## config.mk

```make
export PLATFORM = sky130hd
export DESIGN_NAME = clock_monitor
export DESIGN_NICKNAME = d
export VERILOG_FILES = /design/src/rtl/clock_monitor.sv
export SDC_FILE = /design/constraint.sdc
export NUM_CORES = 1
export LEC_CHECK = 0
export ABC_AREA = 0
export CAP_MARGIN = 20
export CORE_MARGIN = 1.5
export CORE_UTILIZATION = 55
export CTS_BUF_LIST = sky130_fd_sc_hd__clkbuf_4
export DETAILED_ROUTE_END_ITERATION = 8
export GPL_ROUTABILITY_DRIVEN = 0
export PLACE_DENSITY = 0.77
export SYNTH_ARGS = -nofsm -noshare
export SYNTH_HDL_FRONTEND = slang
export SYNTH_SLANG_ARGS = --single-unit
export TNS_END_PERCENT = 50
```

## constraint.sdc

```tcl
create_clock -name clk_i -period 4.3 [get_ports clk_i]
set_clock_uncertainty 0.15 [all_clocks]
set_input_delay 0.43 -clock clk_i [delete_from_list [all_inputs] [get_ports clk_i]]
set_output_delay 0.43 -clock clk_i [all_outputs]
set_load 0.1 [all_outputs]
```

## src/rtl/clock_monitor.sv

```systemverilog
// -----------------------------------------------------------------------------
// clock_monitor
//
// Receive-side checker for a divided slow clock. The asynchronous slow clock is
// synchronized into the clk_i domain, its edges are detected, and the
// rising-edge-to-rising-edge period is measured in clk_i cycles. Each period is
// compared against EXP_PERIOD +/- TOL to drive lock, timeout and error status.
//
// Ports
//   clk_i          : system clock, all logic on its rising edge
//   reset_n        : asynchronous active-low reset
//   slow_clk_i     : monitored slow clock, asynchronous to clk_i
//   rise_o         : one-cycle pulse per detected rising edge
//   fall_o         : one-cycle pulse per detected falling edge
//   period_o       : last measured period (held between updates)
//   period_valid_o : one-cycle pulse when period_o updates
//   locked_o       : LOCK_N consecutive in-tolerance periods seen
//   timeout_o      : no rising edge within TIMEOUT_CYC cycles
//   err_cnt_o      : out-of-tolerance / timeout count, saturates at 255
// -----------------------------------------------------------------------------
module clock_monitor #(
    parameter int CNT_W       = 23,
    parameter int EXP_PERIOD  = 2080000,
    parameter int TOL         = 16,
    parameter int LOCK_N      = 4,
    parameter int TIMEOUT_CYC = 4194303
) (
    input  logic             clk_i,
    input  logic             reset_n,
    input  logic             slow_clk_i,
    output logic             rise_o,
    output logic             fall_o,
    output logic [CNT_W-1:0] period_o,
    output logic             period_valid_o,
    output logic             locked_o,
    output logic             timeout_o,
    output logic [7:0]       err_cnt_o
);

    typedef enum logic [1:0] {
        ACQUIRE = 2'b00,
        MEASURE = 2'b01
    } state_t;

    localparam logic [CNT_W-1:0] EXP_C     = CNT_W'(EXP_PERIOD);
    localparam logic [CNT_W-1:0] TOL_C     = CNT_W'(TOL);
    localparam logic [CNT_W-1:0] TIMEOUT_C = CNT_W'(TIMEOUT_CYC);
    localparam logic [CNT_W-1:0] ONE_C     = CNT_W'(1);
    localparam logic [3:0]       LOCK_C    = 4'(LOCK_N);

    logic             sync1_q, sync2_q, dly_q;
    logic             rise, fall;
    state_t           state_q, state_d;
    logic [CNT_W-1:0] cnt_q, cnt_d, cnt_inc, diff;
    logic [CNT_W-1:0] period_d;
    logic [3:0]       lock_q, lock_d;
    logic [7:0]       err_d, err_inc;
    logic             pv_d, locked_d, timeout_d;
    logic             cnt_max, in_tol;

    // Two-flop synchronizer followed by the edge-detect delay flop.
    // NOTE: sequential state uses non-blocking assignments so every flop
    // samples the pre-edge value of its neighbour; blocking here would
    // collapse the synchronizer chain into a single stage.
    always_ff @(posedge clk_i or negedge reset_n) begin
        if (!reset_n) begin
            sync1_q <= 1'b0;
            sync2_q <= 1'b0;
            dly_q   <= 1'b0;
        end else begin
            sync1_q <= slow_clk_i;
            sync2_q <= sync1_q;
            dly_q   <= sync2_q;
        end
    end

    assign rise = sync2_q & ~dly_q;
    assign fall = ~sync2_q & dly_q;

    // Shared datapath terms.
    always_comb begin
        cnt_max = (cnt_q == TIMEOUT_C);
        cnt_inc = cnt_max ? cnt_q : cnt_q + ONE_C;
        // Larger minus smaller keeps the deviation unsigned with no wrap.
        diff    = (cnt_q >= EXP_C) ? (cnt_q - EXP_C) : (EXP_C - cnt_q);
        in_tol  = (diff <= TOL_C);
        err_inc = (err_cnt_o == 8'hFF) ? err_cnt_o : err_cnt_o + 8'd1;
    end

    // Next-state and next-output logic.
    // NOTE: every signal assigned here gets a default first, so no path
    // through the case leaves a value unassigned and no latch is inferred.
    always_comb begin
        state_d   = state_q;
        cnt_d     = cnt_inc;
        period_d  = period_o;
        pv_d      = 1'b0;
        locked_d  = locked_o;
        timeout_d = timeout_o;
        err_d     = err_cnt_o;
        lock_d    = lock_q;

        case (state_q)
            ACQUIRE: begin
                if (rise) begin
                    // First edge only starts the measurement; nothing reported.
                    cnt_d     = ONE_C;
                    state_d   = MEASURE;
                    timeout_d = 1'b0;
                end else if (cnt_max) begin
                    timeout_d = 1'b1;
                end
            end
            MEASURE: begin
                // A rise takes priority over a coincident timeout.
                if (rise) begin
                    cnt_d    = ONE_C;
                    period_d = cnt_q;
                    pv_d     = 1'b1;
                    if (in_tol) begin
                        if (lock_q < LOCK_C) begin
                            lock_d = lock_q + 4'd1;
                        end
                        locked_d = (lock_d == LOCK_C);
                    end else begin
                        lock_d   = 4'd0;
                        locked_d = 1'b0;
                        err_d    = err_inc;
                    end
                end else if (cnt_max) begin
                    timeout_d = 1'b1;
                    locked_d  = 1'b0;
                    lock_d    = 4'd0;
                    err_d     = err_inc;
                    state_d   = ACQUIRE;
                    cnt_d     = '0;
                end
            end
            default: begin
                // Illegal encoding: restart acquisition cleanly.
                state_d  = ACQUIRE;
                cnt_d    = '0;
                lock_d   = 4'd0;
                locked_d = 1'b0;
            end
        endcase
    end

    always_ff @(posedge clk_i or negedge reset_n) begin
        if (!reset_n) begin
            state_q        <= ACQUIRE;
            cnt_q          <= '0;
            lock_q         <= 4'd0;
            rise_o         <= 1'b0;
            fall_o         <= 1'b0;
            period_o       <= '0;
            period_valid_o <= 1'b0;
            locked_o       <= 1'b0;
            timeout_o      <= 1'b0;
            err_cnt_o      <= 8'd0;
        end else begin
            state_q        <= state_d;
            cnt_q          <= cnt_d;
            lock_q         <= lock_d;
            rise_o         <= rise;
            fall_o         <= fall;
            period_o       <= period_d;
            period_valid_o <= pv_d;
            locked_o       <= locked_d;
            timeout_o      <= timeout_d;
            err_cnt_o      <= err_d;
        end
    end

endmodule

```

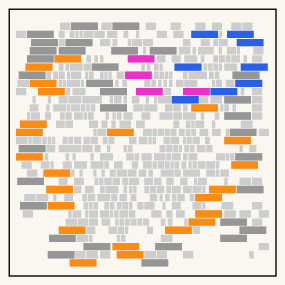
Fig. 1. Where the registers sit (run 1).
Drawn at 3 px/um.
Magenta marks `lock_q`, sequential cells 4, where top middle. Blue marks `err_cnt_o`, sequential cells 8, where top right. Orange marks `cnt_q`, sequential cells 23.

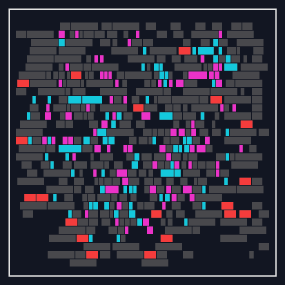
Fig. 2. Logic cells by family (run 1).
Drawn at 3 px/um.
Cyan marks NOR gates, cells 73, most used nor2_1. Red marks multiplexers, cells 19, most used mux2_2, where all over the die. Magenta marks NAND gates, cells 75, most used nand2_1.
multi-input gate share of the layout cell area: 46.6%
most common logic cell in the routed design: sky130_fd_sc_hd__dfrtp_1
non-filler cells in the finished layout: 554

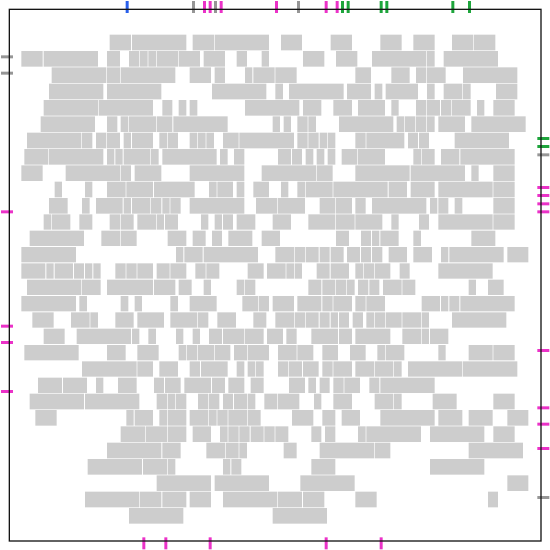
Fig. 3. Pin placement (run 1).
Drawn at 6 px/um. Pins as bars across the die edge, other pins in gray.
Green marks `err_cnt_o`, pins 8, direction output, edge 6 top, 2 right. Blue marks `timeout_o`, pins 1, direction output, edge top. Magenta marks `period_o`, pins 23, direction output, edge 8 right, 6 top, 5 bottom, 4 left.
All pins by edge: 16 top, 12 right, 6 left, 5 bottom.
number of buffers inserted by port buffering: 38
Vert. Die Dim: 88.4 um

==> ds_physical_params.txt, run 1 <==
Physical design parameters

Parameter                              Value

Setup path
  Required time at the endpoint of the critical path .................. 4.45 ns
  Slowest library cell on the worst path .................. sky130_fd_sc_hd__o311ai_0
  Worst path arrival time .................. between 4 and 5 ns
  Setup crit start .................. cnt_q[0]$_DFF_PN0_
  End point of the critical path .................. err_cnt_o[1]$_DFFE_PN0P_
  RR Startpoint .................. cnt_q[0]$_DFF_PN0_

STA
  Setup_tns .................. 0 ns
  Minimum clock period after layout .................. approximately 3.9 ns
  Setup repair after global routing missed its margin .................. false
  Fin Hold WS .................. 0.222 ns

Yosys
  Post-Syn Area per Cell .................. ~9.3 um2
  Number of cells in the yosys synthesis report .................. approximately 430
  Flip-flops with a built-in enable .................. 0
  Post-synth ARST share .................. 100%
  Cell with the most instances after synthesis .................. sky130_fd_sc_hd__dfrtp_1
  Simple-gate area share of the yosys netlist .................. a little under a quarter
  Seq share, synth .................. a little over two fifths
  Synthesized cell area .................. roughly 4000 um2
  Adder share .................. between 3 and 4%
  Yosys synthesis warning count .................. 0

Finish
  Fraction of final layout cells sized beyond drive strength 1 .................. a little under an eighth
  Top library cells by usage in the layout, fill and taps aside .................. 67 x sky130_fd_sc_hd__dfrtp_1, 41 x sky130_fd_sc_hd__nor2_1, 38 x sky130_fd_sc_hd__nand2_1
  Top Registers .................. cnt_q (23), period_o (23), err_cnt_o (8)
  Clock buffer and inverter area fraction after layout .................. under 10%
  Final cell area excluding filler cells .................. 4520 um2
  Antenna diode instance count .................. 0
  Number of clock buffers in the layout .................. 9
  Top cell class by occupied area .................. combinational gates
  Non-clock inverter count in the final layout .................. 21
  Count of plain and timing-repair buffers .................. roughly 43

Routing
  Routed length on met1 .................. about 4 mm
  Residual antenna-violating net count after detailed routing .................. 0
  Per-cell via count in the routed design .................. about 6.1
  Amount of wire on met2 after detailed routing .................. around 4.0 mm

Global routing
  Met3 Use GR .................. approximately 4.6%

Hold path
  Worst Hold Endpoint .................. sync2_q$_DFF_PN0_
  Hold path start .................. sync1_q$_DFF_PN0_

Placement
  HPWL Detailed .................. 6.27 mm

Pwr
  Power Combinational .................. ~0.62 mW
  Clock network power share .................. roughly a fifth
  Psw .................. between 0.7 and 0.8 mW

Outcome
  Status .................. complete, no violations

CTS
  Gates resized, CTS repair .................. 0
  Num CTS Buffers .................. 9
  Latency at later pin .................. 0.43 ns

Flow run
  Number of warnings in the stage logs .................. 31

Die
  Core Area .................. about 6900 um2
==> run 2: changes to the inputs <==
--- a/config.mk
+++ b/config.mk
@@ -6,7 +6,7 @@
 export NUM_CORES = 1
 export LEC_CHECK = 0
 export ABC_AREA = 0
-export CAP_MARGIN = 20
+export CAP_MARGIN = 10
 export CORE_MARGIN = 1.5
 export CORE_UTILIZATION = 55
 export CTS_BUF_LIST = sky130_fd_sc_hd__clkbuf_4
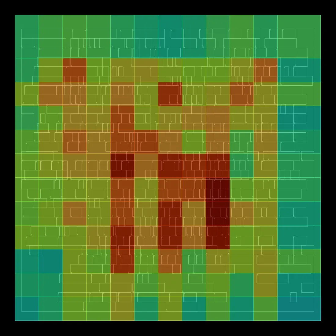
Fig. 4. Routing congestion map (run 2).
global routing usage on met1: 33.3%
GRT Resource Usage Total: 24.4%
met3 Use GR: 4.57%

==> run 2 against run 1 <==
Global-route usage did not move. Total power did not move. Via count did not move. Sequential share of layout area did not move. Largest cell class unchanged. Synthesized area did not move. Core utilization did not move. Synthesized cell count did not move. Combinational power barely moved.
==> ds_physical_params.txt, run 2 <==
Physical design parameters

Parameter                              Value

Pwr
  Psw .................. 0.775 mW (unchanged)
  Net switching share of the total power .................. approximately 44%
  Clock network power share .................. 20.9% (about the same)
  Power in the clock group .................. approximately 0.37 mW
  Power Combinational .................. 0.621 mW (about the same)

Finish
  Count of plain and timing-repair buffers .................. 43 (unchanged)
  Final cell area excluding filler cells .................. 4520 um2 (unchanged)
  Non-filler cells in the finished layout .................. 554 (unchanged)
  Top cell class by occupied area .................. combinational gates
  Fraction of final layout cells sized beyond drive strength 1 .................. 11.8% (unchanged)
  Antenna diode instance count .................. 0 (unchanged)
  Number of clock buffers in the layout .................. 9 (unchanged)
  Number of nets at the end of the flow .................. approximately 470
  Multi-input gate share of the layout cell area .................. 46.6% (unchanged)
  Clock buffer and inverter area fraction after layout .................. 2.69% (unchanged)
  Top Registers .................. cnt_q (23), period_o (23), err_cnt_o (8)
  Top library cells by usage in the layout, fill and taps aside .................. 67 x sky130_fd_sc_hd__dfrtp_1, 41 x sky130_fd_sc_hd__nor2_1, 38 x sky130_fd_sc_hd__nand2_1
  Non-clock inverter count in the final layout .................. 21 (unchanged)

STA
  Final Hold Violating Endpoints .................. 0
  Fin Hold WS .................. 0.222 ns (unchanged)
  Minimum clock period after layout .................. 3.88 ns (unchanged)
  Setup_tns .................. 0 ns (unchanged)

Yosys
  Number of cells in the yosys synthesis report .................. 430 (unchanged)
  Mux share .................. between 5 and 6%
  Seq share, synth .................. 41.8% (unchanged)
  Cell with the most instances after synthesis .................. sky130_fd_sc_hd__dfrtp_1
  Comb area leader .................. simple AND/OR/NAND/NOR gates
  Yosys synthesis warning count .................. 0 (unchanged)
  Simple-gate area share of the yosys netlist .................. 22.9% (unchanged)
  Adder share .................. 3.12% (unchanged)
  Post-synth ARST share .................. 100% (unchanged)
  Yosys Chip Area .................. ~4000 um2
  Post-Syn Area per Cell .................. 9.33 um2 (unchanged)
  Number of distinct library cells after synthesis .................. around 73
  Synthesized cell area .................. 4010 um2 (unchanged)
  Count of state elements after synthesis .................. around 67
  Flip-flops with a built-in enable .................. 0 (unchanged)

Setup path
  Required time at the endpoint of the critical path .................. 4.45 ns (about the same)
  Worst-case register-to-register setup slack .................. roughly 0.42 ns
  End point of the critical path .................. err_cnt_o[1]$_DFFE_PN0P_
  RR Startpoint .................. cnt_q[0]$_DFF_PN0_
  Slowest library cell on the worst path .................. sky130_fd_sc_hd__o311ai_0
  Worst path arrival time .................. 4.02 ns (about the same)
  Setup crit start .................. cnt_q[0]$_DFF_PN0_

Die
  Vert. Die Dim .................. 88.4 um (unchanged)
  Core Area .................. 6910 um2 (unchanged)

CTS
  Clock-pin slew on the worst setup and hold paths .................. 0.12 ns
  Num CTS Buffers .................. 9 (unchanged)
  Latency at later pin .................. 0.43 ns (about the same)
  Gates resized, CTS repair .................. 0 (unchanged)
  Post-CTS Hold Buffers .................. 1

Flow run
  Number of warnings in the stage logs .................. 31 (unchanged)

Outcome
  Status .................. complete, no violations

Routing
  Residual antenna-violating net count after detailed routing .................. 0 (unchanged)
  Amount of wire on met2 after detailed routing .................. 4.04 mm (unchanged)
  Per-cell via count in the routed design .................. 6.08 (unchanged)
  Routed length on met1 .................. 3.91 mm (unchanged)

Hold path
  Hold path start .................. sync1_q$_DFF_PN0_
  Worst Hold Endpoint .................. sync2_q$_DFF_PN0_

Placement
  HPWL Detailed .................. 6.27 mm (unchanged)
  Dpl cell area .................. between 4000 and 5000 um2
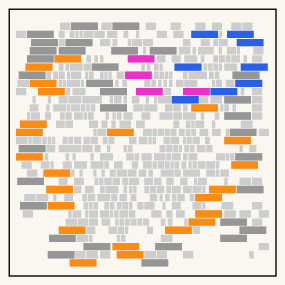
Fig. 5. Where the registers sit (run 2).
Drawn at 3 px/um.
Blue marks `err_cnt_o`, sequential cells 8, where top right. Orange marks `cnt_q`, sequential cells 23. Magenta marks `lock_q`, sequential cells 4, where top middle.

Power figures rest on the tool's default switching activity, not on a simulated workload.
